### Power grid

Scale bar: 20 um. Pins as bars on the die edge.
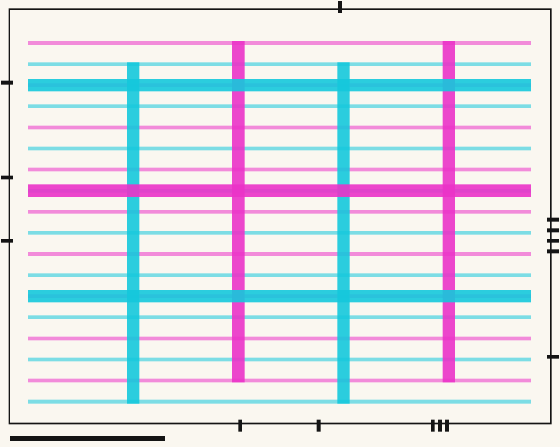
### Signal wires on met3

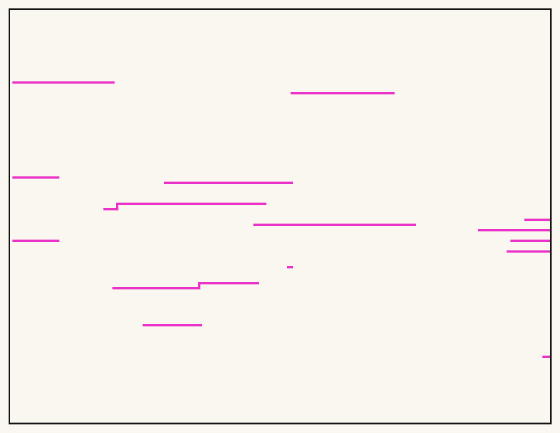
Design vend_dispense_ctrl_flat, sky130hd; sources not shown.
==> run summary <==
Crit start category: primary input
CTS Buf Count: 3
DP Area: 1510 um2
Most used cell, CP: ha_1
Critical path buffers and inverters: 1
Vias in the first global route: 1238
Chip area: 3700 um2
Adder share: 13.1%
First-pass GRT wire length: 6150 um
WL met1: 1680 um
CP Data Arrival Time: 3.40 ns
Num ports: 14
Synth Cell Area: 1360 um2
Synthesized flop and latch total: 18
Root Buffer: clkbuf_8
Crit-path max FO: 3
Post-layout nets: 196
Yosys Chip Area: 1360 um2
Outcome: completed
Met2 WL: 1680 um
Comb_multi_in: 118
Number of cells on the critical path: 10
Area growth, synth to finish: 13.8%
Synth warnings: 0
Ys async rst share: 0%
Postcts setup bufs: 0
## Picture notes: 'Power grid'
net	color
VSS	cyan
VDD	magenta
met4 straps	4
signal pins	14
met5 straps	3
met1 rails	18
rows	17
Die Y: 53.2 um
Die X: 69.6 um

## Picture notes: 'Signal wires on met3'
longest straight run	20.7 um
nets with wire on the layer	12
main direction	horizontal
wire length on this layer	146 um
share of all routed wire	4.1%
Total Routed Length: 3550 um
met3 global-route usage: 5.90%
vias: 1201

[Yosys cell counts (all sizes together), types with 2 or more instances]
| cell | number |
|---|---|
| nor2 | 15 |
| buf | 6 |
| xor2 | 2 |
| or3 | 3 |
| a31oi | 3 |
| a21oi | 16 |
| nand2 | 8 |
| inv | 14 |
| fa | 2 |
| o21ai | 3 |
| nor4 | 2 |
| a211oi | 6 |
| nand3b | 3 |
| a21o | 6 |
| nand2b | 2 |
| nor3 | 4 |
| xnor2 | 3 |
| clkbuf | 2 |
| nand3 | 4 |
| and2 | 2 |
| o21a | 2 |
| dfxtp | 18 |
| ha | 11 |
[report_power, final]
part	leakage [uW]	switching, uW	internal [uW]
clock	0.0000216	71.0	74.7
sequential	0.000148	93.9	278
combinational	0.000471	481	376
Power is estimated from default activity; no workload was simulated.
